Figure 1. Metal 3.
Scale bar: 20 um.
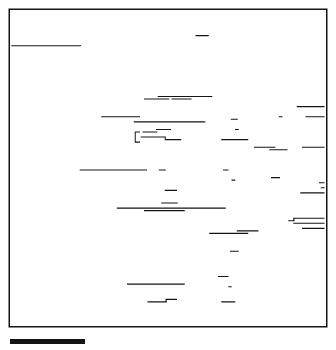
Figure 2. Metal 2.
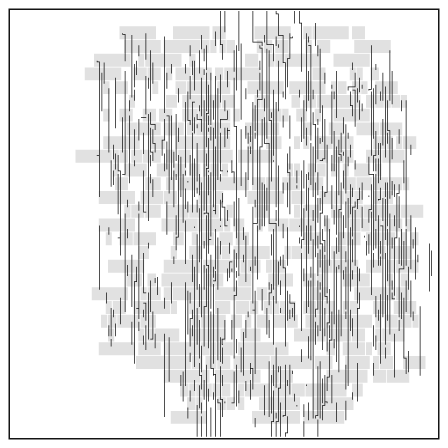
==> config.mk <==
export PLATFORM = sky130hd
export DESIGN_NAME = param_alu_seq
export DESIGN_NICKNAME = d
export VERILOG_FILES = /design/src/rtl/param_alu_seq.sv
export SDC_FILE = /design/constraint.sdc
export NUM_CORES = 1
export LEC_CHECK = 0
export CORE_MARGIN = 2
export CORE_UTILIZATION = 45
export CTS_BUF_LIST = sky130_fd_sc_hd__clkbuf_8
export DETAILED_ROUTE_END_ITERATION = 16
export DONT_BUFFER_PORTS = 1
export PLACE_DENSITY = 0.71
export SYNTH_ARGS = -nofsm -noshare
export SYNTH_HDL_FRONTEND = slang
export SYNTH_SLANG_ARGS = --single-unit
export TNS_END_PERCENT = 20
==> constraint.sdc <==
create_clock -name clk -period 3 [get_ports clk]
set_clock_uncertainty 0.15 [all_clocks]
set_input_delay 0.75 -clock clk [delete_from_list [all_inputs] [get_ports clk]]
set_output_delay 0.75 -clock clk [all_outputs]
set_load 0.1 [all_outputs]
==> flow_metrics.env <==
# physical design summary
export IMPL_status="finished, final reports clean"
export IMPL_netlist_instances=359
export IMPL_power_density_nw_per_um2=429
export IMPL_whs_ns=0.348
export IMPL_final_common_cell="nor2_1"
export IMPL_tns_ns=0
export IMPL_grt_pass1_vias=2572
export IMPL_rsz0062_at_grt="false"
export IMPL_cts_buffer_depth=2
export IMPL_cp_required_ns=3.06
export IMPL_hold_violations=0
export IMPL_cts_max_level=2
export IMPL_leakage_uw=0.00136
export IMPL_drive_above_1_share=0.142
export IMPL_regToRegSetupSlack_ns=0.18
export IMPL_yosysTopAreaCellShare=0.280
export IMPL_ys_cells=359
export IMPL_edf_count=0
export IMPL_ys_seq_share=0.280
export IMPL_period_used=0.939
export IMPL_fin_nets=415
export IMPL_route_detailed_drc=0
export IMPL_power_uw=1420
export IMPL_path_class="register to register"
export IMPL_setup_violations=0
export IMPL_diodes=0
export IMPL_grt_overflow=0
export IMPL_cts_resized_gates=0
export IMPL_wl_per_cell_um=16.3
export IMPL_grtUsageTotal=0.209
export IMPL_num_rows=29
export IMPL_fmaxAchievable_mhz=355
export IMPL_topCellsByArea="dfxtp_1 (28%), ha_1 (10%), a21oi_1 (7.0%)"
export IMPL_syn_area_sq_um=2930
export IMPL_die_area_sq_um=7180
export IMPL_ys_area_sq_um=2930
export IMPL_ys_flops=41
export IMPL_slew_headroom=0.527
export IMPL_drt_iter0_drc=148
export IMPL_grt_pass1_wl_mm=12.0
export IMPL_start_kind="register"
export IMPL_fp_util=0.465
export IMPL_layout_top_cells="nor2_1 (43), a21oi_1 (41), dfxtp_1 (41)"
export IMPL_ys_types=55
export IMPL_cts_root_buf="clkbuf_8"
export IMPL_fp_nets=402
export IMPL_dpl_cell_area_sq_um=3180
export IMPL_antenna_found_initial=0
export IMPL_cts_num_sinks=41
export IMPL_synth_async_sr_flop_share=0
export IMPL_fin_util=0.525
export IMPL_gp_congestion=0.905
export IMPL_final_area_sq_um=3310
export IMPL_hp_class="register to register"
export IMPL_yosys_warnings=0
export IMPL_hold_depth=2
export IMPL_die_w_um=84.7
export IMPL_critPathMaxFanout=3
export IMPL_worst_pin_slew_ns=0.709
export IMPL_cts_buffers=5
export IMPL_min_period_ns=2.82
export IMPL_cts_tree="done"
export IMPL_crit_path_end_kind="register"
export IMPL_cts_clk_slew_worst_paths_ns=0.09
export IMPL_synth_area_leader_cell="dfxtp_1"
export IMPL_ant_nets=0
export IMPL_slew_violations=0
export IMPL_worst_slack_ns=0.184
export IMPL_clkLatencyLatePin_ns=0.30
export IMPL_die_h_um=84.7
export IMPL_warnings=38
export IMPL_synth_area_per_cell_sq_um=8.17
export IMPL_rr_worst_depth=11
Notes on Figure 1 above:
longest straight run: 29.0 um
main direction: horizontal
final wirelength: 7.33 mm
met3 Resource Use GR: 0.0344
DR vias: 2,644

Notes on Figure 2 above:
nets with wire on the layer: 328
wire length on this layer: 3,640 um
main direction: vertical
M2 GR Usage: 0.358

[routing by layer]
layer,routed length [um],track usage
met5,0,0
met4,257,0.101
met3,287,0.0344
met2,3630,0.358
met1,3150,0.253
[power breakdown]
| group | switching, uW | leakage (uW) | total (uW) | internal (uW) |
|---|---|---|---|---|
| sequential | 9.42 | 0.000332 | 568 | 559 |
| clock | 207 | 0.0000687 | 542 | 335 |
| combinational | 205 | 0.000960 | 312 | 107 |
| total | 421 | 0.00136 | 1420 | 1000 |
[worst max-delay path, stage by stage (launching register included)]
cell and delay, ns:
dfxtp_1 0.34, and2_1 0.14, ha_1 0.22, fa_1 0.43
a21o_1 0.18, a21oi_1 0.22, o21bai_1 0.09, a21oi_1 0.20
xnor2_1 0.22, nor4_1 0.11, buf_4 0.18, a211o_1 0.24
[synthesized netlist by cell type, drive strengths merged, types with 6 or more instances]
cell type	n
a211oi	8
a21oi	41
a22oi	12
and2	8
buf	8
clkbuf	15
dfxtp	41
ha	24
inv	15
nand2	29
nand3	10
nor2	44
nor2b	6
nor3	8
o211ai	8
o21ai	8
xnor2	9
[logic make-up after synthesis]
family | after synthesis | synth area share
AOI/OAI and AO/OA | 100 | 0.221
DFF | 41 | 0.280
xor gates and xnor gates | 14 | 0.0418
buffers and inverters | 38 | 0.0559
muxes | 11 | 0.0648
and+or+nand+nor | 128 | 0.213
adders and majority gates | 27 | 0.123
[final cells by class]
cell class / instances / area [sq um]
tap: 77 / 96.3
clock buffer: 5 / 68.8
timing repair buffer: 29 / 218
sequential: 41 / 821
multi-input combinational: 280 / 1980
fill: 612 / 3000
clock inverter: 3 / 68.8
inverter: 15 / 56.3
No activity file was given, so power comes from the tool's default toggle rates.
